$ cat src/rtl/shared_resource_scheduler_if.sv
// ----------------------------------------------------------------------------
// shared_resource_scheduler_if
//
// Purpose : groups the requester-side handshake and the grant/status signals
//           of the shared resource scheduler into one bundle.
//
// Signals :
//   en       scheduler enable (gates new grants only)
//   rot_en   1 = rotating priority, 0 = fixed priority (bit0 highest)
//   req[3:0] level request per requester
//   done[3:0] per-requester release strobe (only the owner's bit counts)
//   gnt[3:0] one-hot grant or all zero
//   owner    encoded index of current/last owner
//   busy     scheduler is not idle
//   timeout  one-cycle pulse when a grant is force-revoked
//
// Modports:
//   master - requester side: drives en/rot_en/req/done, observes the rest
//   slave  - scheduler side: observes requests, drives gnt/owner/busy/timeout
// ----------------------------------------------------------------------------
interface shared_resource_scheduler_if;
    logic       en;
    logic       rot_en;
    logic [3:0] req;
    logic [3:0] done;
    logic [3:0] gnt;
    logic [1:0] owner;
    logic       busy;
    logic       timeout;

    modport master (
        output en, rot_en, req, done,
        input  gnt, owner, busy, timeout
    );

    modport slave (
        input  en, rot_en, req, done,
        output gnt, owner, busy, timeout
    );
endinterface

$ cat src/rtl/shared_resource_scheduler.sv
// ----------------------------------------------------------------------------
// shared_resource_scheduler
//
// Purpose : shares one resource among 4 requesters. A winner is chosen in
//           IDLE by fixed priority (lowest index) or rotating priority (search
//           starts just after the last owner). The grant is held until the
//           owner pulses done or drops req, followed by one dead RELEASE cycle.
//
// Parameters:
//   MAX_HOLD  maximum cycles a grant may stay asserted (hold limit build only)
//   CNT_W     hold counter width, 2**CNT_W >= MAX_HOLD
//
// Ports:
//   clk   in  clock, rising edge
//   rst   in  asynchronous, active-low reset
//   bus   slave modport of shared_resource_scheduler_if
//         (en, rot_en, req, done in; gnt, owner, busy, timeout out)
//
// Configuration:
//   SCHED_TIMEOUT_EN  when defined, a grant that reaches MAX_HOLD cycles is
//                     revoked and timeout pulses for one cycle. When undefined
//                     there is no hold limit and timeout is tied low.
// ----------------------------------------------------------------------------
module shared_resource_scheduler #(
    parameter int MAX_HOLD = 16,
    parameter int CNT_W    = 5
) (
    input  logic                          clk,
    input  logic                          rst,
    shared_resource_scheduler_if.slave    bus
);

    localparam logic [1:0] IDLE    = 2'd0;
    localparam logic [1:0] GRANT   = 2'd1;
    localparam logic [1:0] RELEASE = 2'd2;

    localparam logic [CNT_W-1:0] HOLD_SAT = '1;

    logic [1:0]       state_reg;
    logic [3:0]       gnt_reg;
    logic [1:0]       owner_reg;
    logic [1:0]       last_reg;
    logic [CNT_W-1:0] hold_cnt_reg;

    // Winner search: rotate req so that the first candidate sits at bit 0,
    // pick the lowest set bit, then rotate the offset back.
    logic [1:0] search_start;
    logic [3:0] rot_req;
    logic [1:0] win_off;
    logic [1:0] winner;
    logic       release_now;

    // last resets to 3, so the first rotating search begins at index 0,
    // which is also the fixed-priority starting point.
    assign search_start = bus.rot_en ? (last_reg + 2'd1) : 2'd0;

    generate
        for (genvar gi = 0; gi < 4; gi++) begin : g_rot
            assign rot_req[gi] = bus.req[search_start + 2'(gi)];
        end
    endgenerate

    always_comb begin
        win_off = 2'd0;
        for (int i = 3; i >= 0; i--) begin
            if (rot_req[i]) begin
                win_off = 2'(i);
            end
        end
    end

    assign winner = search_start + win_off;

    // Only the owner's done/req bits can end the grant.
    assign release_now = bus.done[owner_reg] | ~bus.req[owner_reg];

`ifdef SCHED_TIMEOUT_EN
    localparam logic [CNT_W-1:0] HOLD_LAST = CNT_W'(MAX_HOLD - 1);
    logic timeout_reg;
`else
    // MAX_HOLD only has an effect when the hold limit is compiled in.
    logic unused_max_hold;
    assign unused_max_hold = (MAX_HOLD > 0);
`endif

    always_ff @(posedge clk or negedge rst) begin
        if (!rst) begin
            state_reg    <= IDLE;
            gnt_reg      <= 4'b0000;
            owner_reg    <= 2'd3;
            last_reg     <= 2'd3;
            hold_cnt_reg <= '0;
`ifdef SCHED_TIMEOUT_EN
            timeout_reg  <= 1'b0;
`endif
        end else begin
`ifdef SCHED_TIMEOUT_EN
            timeout_reg <= 1'b0;
`endif
            case (state_reg)
                IDLE: begin
                    if (bus.en && (|bus.req)) begin
                        gnt_reg      <= 4'b0001 << winner;
                        owner_reg    <= winner;
                        hold_cnt_reg <= '0;
                        state_reg    <= GRANT;
                    end
                end
                GRANT: begin
                    if (hold_cnt_reg != HOLD_SAT) begin
                        hold_cnt_reg <= hold_cnt_reg + CNT_W'(1);
                    end
                    // A normal release wins over the hold limit, so timeout
                    // stays low when both happen in the same cycle.
                    if (release_now) begin
                        gnt_reg   <= 4'b0000;
                        last_reg  <= owner_reg;
                        state_reg <= RELEASE;
                    end
`ifdef SCHED_TIMEOUT_EN
                    else if (hold_cnt_reg == HOLD_LAST) begin
                        gnt_reg     <= 4'b0000;
                        timeout_reg <= 1'b1;
                        last_reg    <= owner_reg;
                        state_reg   <= RELEASE;
                    end
`endif
                end
                RELEASE: begin
                    state_reg <= IDLE;
                end
                default: begin
                    gnt_reg   <= 4'b0000;
                    state_reg <= IDLE;
                end
            endcase
        end
    end

    assign bus.gnt   = gnt_reg;
    assign bus.owner = owner_reg;
    assign bus.busy  = (state_reg != IDLE);
`ifdef SCHED_TIMEOUT_EN
    assign bus.timeout = timeout_reg;
`else
    assign bus.timeout = 1'b0;
`endif

endmodule

$ cat src/flat_wrapper.sv
// flat-port wrapper written by rule: the top's interface ports become plain ports
module shared_resource_scheduler_flat 
#(
    parameter int MAX_HOLD = 16,
    parameter int CNT_W    = 5
)
  (clk, rst, bus_en, bus_rot_en, bus_req, bus_done, bus_gnt, bus_owner, bus_busy, bus_timeout);
  shared_resource_scheduler_if bus_i ();
  input  logic clk;
  input  logic rst;
  input wire logic [$bits(bus_i.en)-1:0] bus_en;
  input wire logic [$bits(bus_i.rot_en)-1:0] bus_rot_en;
  input wire logic [$bits(bus_i.req)-1:0] bus_req;
  input wire logic [$bits(bus_i.done)-1:0] bus_done;
  output wire logic [$bits(bus_i.gnt)-1:0] bus_gnt;
  output wire logic [$bits(bus_i.owner)-1:0] bus_owner;
  output wire logic [$bits(bus_i.busy)-1:0] bus_busy;
  output wire logic [$bits(bus_i.timeout)-1:0] bus_timeout;
  assign bus_i.en = bus_en;
  assign bus_i.rot_en = bus_rot_en;
  assign bus_i.req = bus_req;
  assign bus_i.done = bus_done;
  assign bus_gnt = bus_i.gnt;
  assign bus_owner = bus_i.owner;
  assign bus_busy = bus_i.busy;
  assign bus_timeout = bus_i.timeout;
  shared_resource_scheduler #(.MAX_HOLD(MAX_HOLD), .CNT_W(CNT_W)) u_core (.clk(clk), .rst(rst), .bus(bus_i));
endmodule
$ cat config.mk
export PLATFORM = sky130hd
export DESIGN_NAME = shared_resource_scheduler_flat
export DESIGN_NICKNAME = d
export VERILOG_FILES = /design/src/rtl/shared_resource_scheduler_if.sv /design/src/rtl/shared_resource_scheduler.sv /design/src/flat_wrapper.sv
export SDC_FILE = /design/constraint.sdc
export NUM_CORES = 1
export LEC_CHECK = 0
export CORE_MARGIN = 5
export CORE_UTILIZATION = 49
export CTS_CLUSTER_DIAMETER = 40
export CTS_CLUSTER_SIZE = 8
export DETAILED_ROUTE_END_ITERATION = 7
export PLACE_DENSITY_LB_ADDON = 0.08
export SYNTH_ARGS = -nofsm -noshare
export SYNTH_HDL_FRONTEND = slang
export SYNTH_SLANG_ARGS = --single-unit
$ cat constraint.sdc
create_clock -name clk -period 6 [get_ports clk]
set_clock_uncertainty 0.1 [all_clocks]
set_input_delay 1.5 -clock clk [delete_from_list [all_inputs] [get_ports clk]]
set_output_delay 1.5 -clock clk [all_outputs]
set_load 0.05 [all_outputs]
Figure 1. Signal wires by layer.
Scale: 8 px per um. Only two layers are drawn.
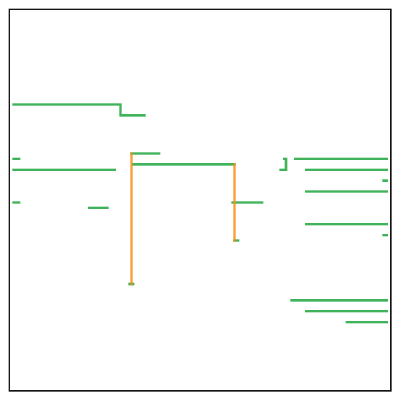
green -> met3  # wire length 126 um
orange -> met4  # wire length 25.8 um
drt wl/cell: 14.48 um
Routed Wire Length: 1.462 mm
vias after detailed routing: 574
global router's overall resource usage: 14.73%

Figure 2. Logic cells by family.
Scale: 10 px per um.
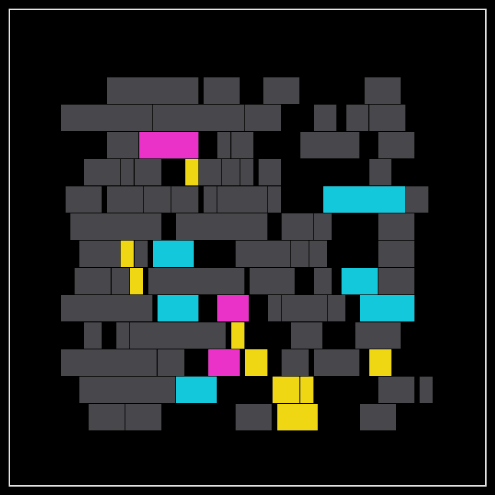
magenta -> XOR/XNOR gates  # cells 3
cyan -> multiplexers  # cells 6, most used mux2_1
yellow -> NAND gates  # cells 9, most used nand2_1
multi-input gate share of total cell area: 46.21%
most instantiated logic cell after routing: sky130_fd_sc_hd__clkdlybuf4s50_1

Figure 3. Signal wires on met1.
Scale: 8 px per um. Supply wires on this layer in grey.
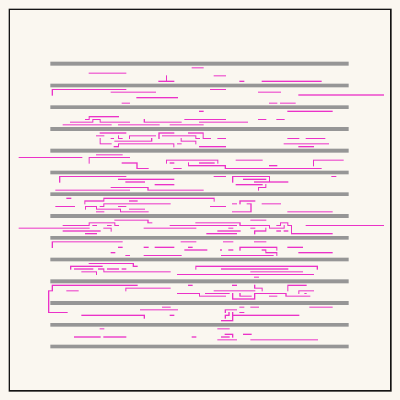
longest straight run = 17.0 um
wire length on this layer = 659 um
nets with wire on the layer = 85
main direction = horizontal
share of all routed wire = 45%
global routing usage on met1: 18.18%

Figure 4. A small window of the routed layout.
Region (9, 18) to (39, 48) um. Cells in grey, sequential cells in the stronger grey; small squares are vias.
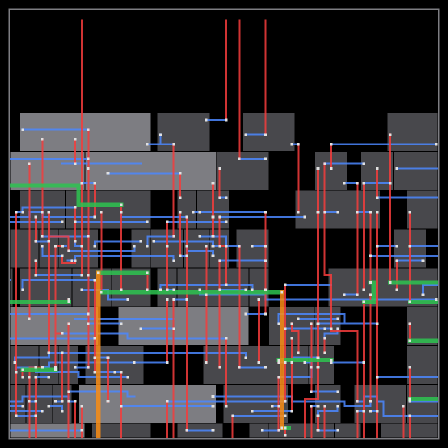
orange -> met4
green -> met3
red -> met2
blue -> met1
sequential cells in the window = 6
cells with their middle in the window = 51
most frequent = clkdlybuf4s50_1 (11), nor2_1 (5), dfrtp_1 (5)
netlist names of flops here include = `u_core.bus.gnt` (3), `u_core.state_reg` (2)

==> worst register-to-register path, delay by kind of cell, from the launching register on <==
kind	cells	cell delay, ns
xor+xnor	2	0.43
simple gates	1	0.18
mux	1	0.27
flops	1	0.60
compound gates	4	0.59
fa+ha+maj	1	0.21
==> cell families (layout without fill, tap and decap cells) <==
group / count (synthesis) / after routing / synth area share (%)
buffers and inverters: 3 / 24 / 2.179
adders and majority gates: 1 / 1 / 1.815
muxes: 6 / 6 / 11.80
DFF: 10 / 10 / 37.02
AOI/OAI and AO/OA: 17 / 17 / 21.42
xor gates and xnor gates: 3 / 3 / 4.901
other: 1 / 1 / 0.5439
and+or+nand+nor: 24 / 24 / 20.33
==> per-layer routing <==
| metal | routed length, um | share of wire, % | global-route usage (%) | vias to the layer above |
|---|---|---|---|---|
| li1 | - | - | - | 281 |
| met1 | 659 | 45 | 18.18 | 266 |
| met2 | 651 | 45 | 23.80 | 23 |
| met3 | 126 | 8.6 | 3.383 | 4 |
| met4 | 25 | 1.7 | 7.735 | 0 |
| met5 | 0 | 0 | 0 | - |
==> cells in the final DEF, fill, tap and decap left out, types with 2 or more instances in the layout <==
master,Yosys,final
sky130_fd_sc_hd__nor2b_1,5,5
sky130_fd_sc_hd__clkbuf_4,0,3
sky130_fd_sc_hd__nor2_1,5,5
sky130_fd_sc_hd__mux2_1,2,2
sky130_fd_sc_hd__nand2_1,5,5
sky130_fd_sc_hd__dfstp_2,4,4
sky130_fd_sc_hd__dfrtp_1,6,6
sky130_fd_sc_hd__o21ai_0,4,4
sky130_fd_sc_hd__inv_1,2,2
sky130_fd_sc_hd__nand2b_1,2,2
sky130_fd_sc_hd__clkdlybuf4s50_1,0,18
sky130_fd_sc_hd__a21oi_1,2,2
==> writeup.txt <==
The post-route antenna net violation count is 0, and the max-capacitance violation count is 0. In the post-route analysis, the smallest setup slack over all paths is 2.337 ns. The sequential cells in the finished layout cover a total of 255.2 um^2. Top power group: combinational cells. Cell internal power was estimated by the tool at 0.0002517 W.

The run gives 22.09% for the layout cell share with drive strength beyond 1. Leaving out filler cells and counting taps, the final layout contains 101. With the total of warnings raised by yosys at 0, the clock-cell share of area is 2.897%. The clock group power was 0.0000484 W. The worst setup path is launched from an input port. For the number of buffers on the longest clock path, the log shows 2.

Setup slack on the worst reg-to-reg path comes out at 3.53 ns. Combinational logic is responsible for 60.1% of the overall power. Number of buffers created by CTS: 3. The die is 47.51 um wide. Setup repair after global routing left no endpoint under its margin.

The summed instance area of the synthesized netlist was 689.4 um^2. After layout the signal buffers, clock cells excluded, come to 19.86% of cell area. The logs give 68.85% for the final core area utilization and 6.06 ns for the required time at the worst-slack endpoint. Maximum level of the CTS H-tree: 1. The cell with the most instances after synthesis is sky130_fd_sc_hd__dfrtp_1.

The logs give 0 for the initial antenna violation count and 0 for the total count of hold-check failures in the final report. Worst hold path class: flip-flop to flip-flop. The critical path buffer and inverter count came out at 1. After layout, the inverter instance count without clock inverters stands at 2.

The transition time recorded at the tightest slew-check pin is 0.5147 ns. The placement-stage worst setup slack is 2.061 ns, and the fraction of synthesis flops using an asynchronous set or reset pin is 100.0%. After clock tree synthesis, the flow added hold-fix buffers numbering 0.

For the total die size, the log shows 2257 um^2. The buffer type at the clock tree root is sky130_fd_sc_hd__clkbuf_4. The count of multi-input gates is 52, and the routability-driven placement congestion ratio is 0.8301.

Hold is met by 0.3721 ns. The minimum clock period was 3.663 ns; the clock-pin transition on the worst setup and hold timing paths was 0.07 ns. In the placement report, post-DP HPWL is listed as 1.162 mm.

The signal on the critical path passes through clkdlybuf4s50_1 -> nand2b_1 -> a211oi_2 -> a21oi_1 -> o21ai_0 -> o311ai_1 -> ha_1 -> xnor2_1 -> xnor2_2 -> a32o_2. Initial DRC count: 8. The cell family contributing the most delay on the critical path is AND-OR/OR-AND gates.

The relative slew slack is 65.58%, and the count of cells along the worst hold path is 1. The TritonCTS sink count was 10. End point of the worst hold path: u_core.state_reg[0]$_DFFE_PN0P_. The tools report the largest net degree at the start of global routing as 11.

After routing, the total negative slack on setup checks comes to 0 ns. The run gives 20 as the I/O pin count. By area, logic gates come first. Combinational power for this build is 0.000282 W.

For this design, Yosys synthesis ends with a cell count of 65. The maximum clock frequency was 273.0 MHz. The critical path crosses 10 cells after its start point. In this run the biggest area consumer among cell types represents 21.78% of the synthesized area. Synthesis-to-layout area growth: 31.58%. The flow ran to the end, and the final reports show no timing, DRC or antenna violations. Looking at the reg2reg group, the worst path ends at u_core.bus.gnt[3]$_DFFE_PN0P_. Along the worst path, the maximum fanout reaches 7.

The net count entering floorplan is 78, and the number of I/O port buffers is 18. The critical-path cell with the highest stage delay is sky130_fd_sc_hd__clkdlybuf4s50_1. The critical path starts at bus_rot_en. Capturing element of the worst setup path: u_core.bus.gnt[3]$_DFFE_PN0P_. Using the TritonRoute via totals, the vias-per-cell ratio works out to 5.683. The total cell area reported by yosys after synthesis is 689.4 um^2, and the tool warning count is 26. The register with the most flip-flops in the layout has 4 of them. The multi-input combinational cells in the finished layout cover a total of 419.2 um^2. Clock buffers in the final layout number 4. The tools report the number of placed cells counting well taps as 97. Dividing total power by cell area gives a power density of 516.7 nW/um^2.

The post-placement cell area is 880.8 um^2. Per the OpenROAD power report, switching power amounts to 0.0002170 W. By area the synthesized netlist is led by sky130_fd_sc_hd__dfrtp_1 (22%), sky130_fd_sc_hd__dfstp_2 (15%), sky130_fd_sc_hd__nor2b_1 (4.5%), sky130_fd_sc_hd__mux2_1 (3.3%), sky130_fd_sc_hd__mux4_2 (3.3%). The launch point of the worst min-delay path is recorded as u_core.state_reg[1]$_DFFE_PN0P_. With the number of rows in the core area at 13, the maximum VDD drop is 0.3968 mV. Across the whole layout, storage elements make up 28.14% of the cell area.

The antenna cell count came out at 0. Relative contribution of sequential cells to total power: 29.6%. Per the post-synthesis stats, the area per cell is 10.61 um^2.

The tools report the count of inserted tapcells as 15. Post-synth the commonest register cell is sky130_fd_sc_hd__dfrtp_1. The timing report gives the biggest stage delay along the critical path as 0.60 ns.

Summed over all cells, the static leakage comes to 0.3826 nW. Number of search-and-repair iterations in the first detailed-routing pass: 4. The cell taking the most area after synthesis is sky130_fd_sc_hd__dfrtp_1.

The finished cells cover 907.1 um^2. The run gives 553 for the number of global-route vias before repair. Per the GRT congestion report, total overflow comes to 0.

The floorplan step set the die height to 47.51 um. Worst-skew pair later-pin latency: 0.26 ns. The arrival time of data at the worst endpoint is listed as 3.72 ns.

According to the cell report, flip-flops and latches in the layout number 10. The number of standard cells after synthesis was 65. Of the total power, the share spent switching nets is 46.30%.

The total area inside the core boundary comes to 1318 um^2. The worst setup path is captured at a flip-flop. After layout, the design draws a total of 0.0004687 W. TritonRoute reported its final design rule violation total as 0.

Once the floorplan was initialized, standard cells occupied 52.33% of the core. The total count of max-transition violations in the final report is 0. Number of buffers other than clock buffers in the final layout: 18. Yosys reports that the most numerous cell types are sky130_fd_sc_hd__dfrtp_1 (6), sky130_fd_sc_hd__nand2_1 (5), sky130_fd_sc_hd__nor2_1 (5), sky130_fd_sc_hd__nor2b_1 (5). The worst setup path is of the input port to flip-flop kind. In the final design database the tool counted 100 nets. The first global-routing pass estimated 2.352 mm of wire. The tools report the worst flop-to-flop path startpoint as u_core.last_reg[1]$_DFFE_PN1P_. Per the layout report, the design carries 113 filler cells. The worst path uses 61.04% of the clock period. The run gives 38 for the number of different library cells in the post-synthesis netlist. Synthesis inferred 10 register bits.

The report lists the number of cells resized after CTS as 0. Once the clock tree was built, the setup fixing pass inserted 0 buffers. With the share of power burned in the clock network at 10.3%, the sequential-cell power consumption is 0.000138 W. Per Yosys stat, the portion of area used by sequential elements is 37.02%.

TritonCTS built the clock tree. The number of flops mapped to enable cells by yosys was 0; the count of cells along the worst register-to-register path was 9. The final timing report counts setup violations totalling 0.
No activity file was given, so power comes from the tool's default toggle rates.
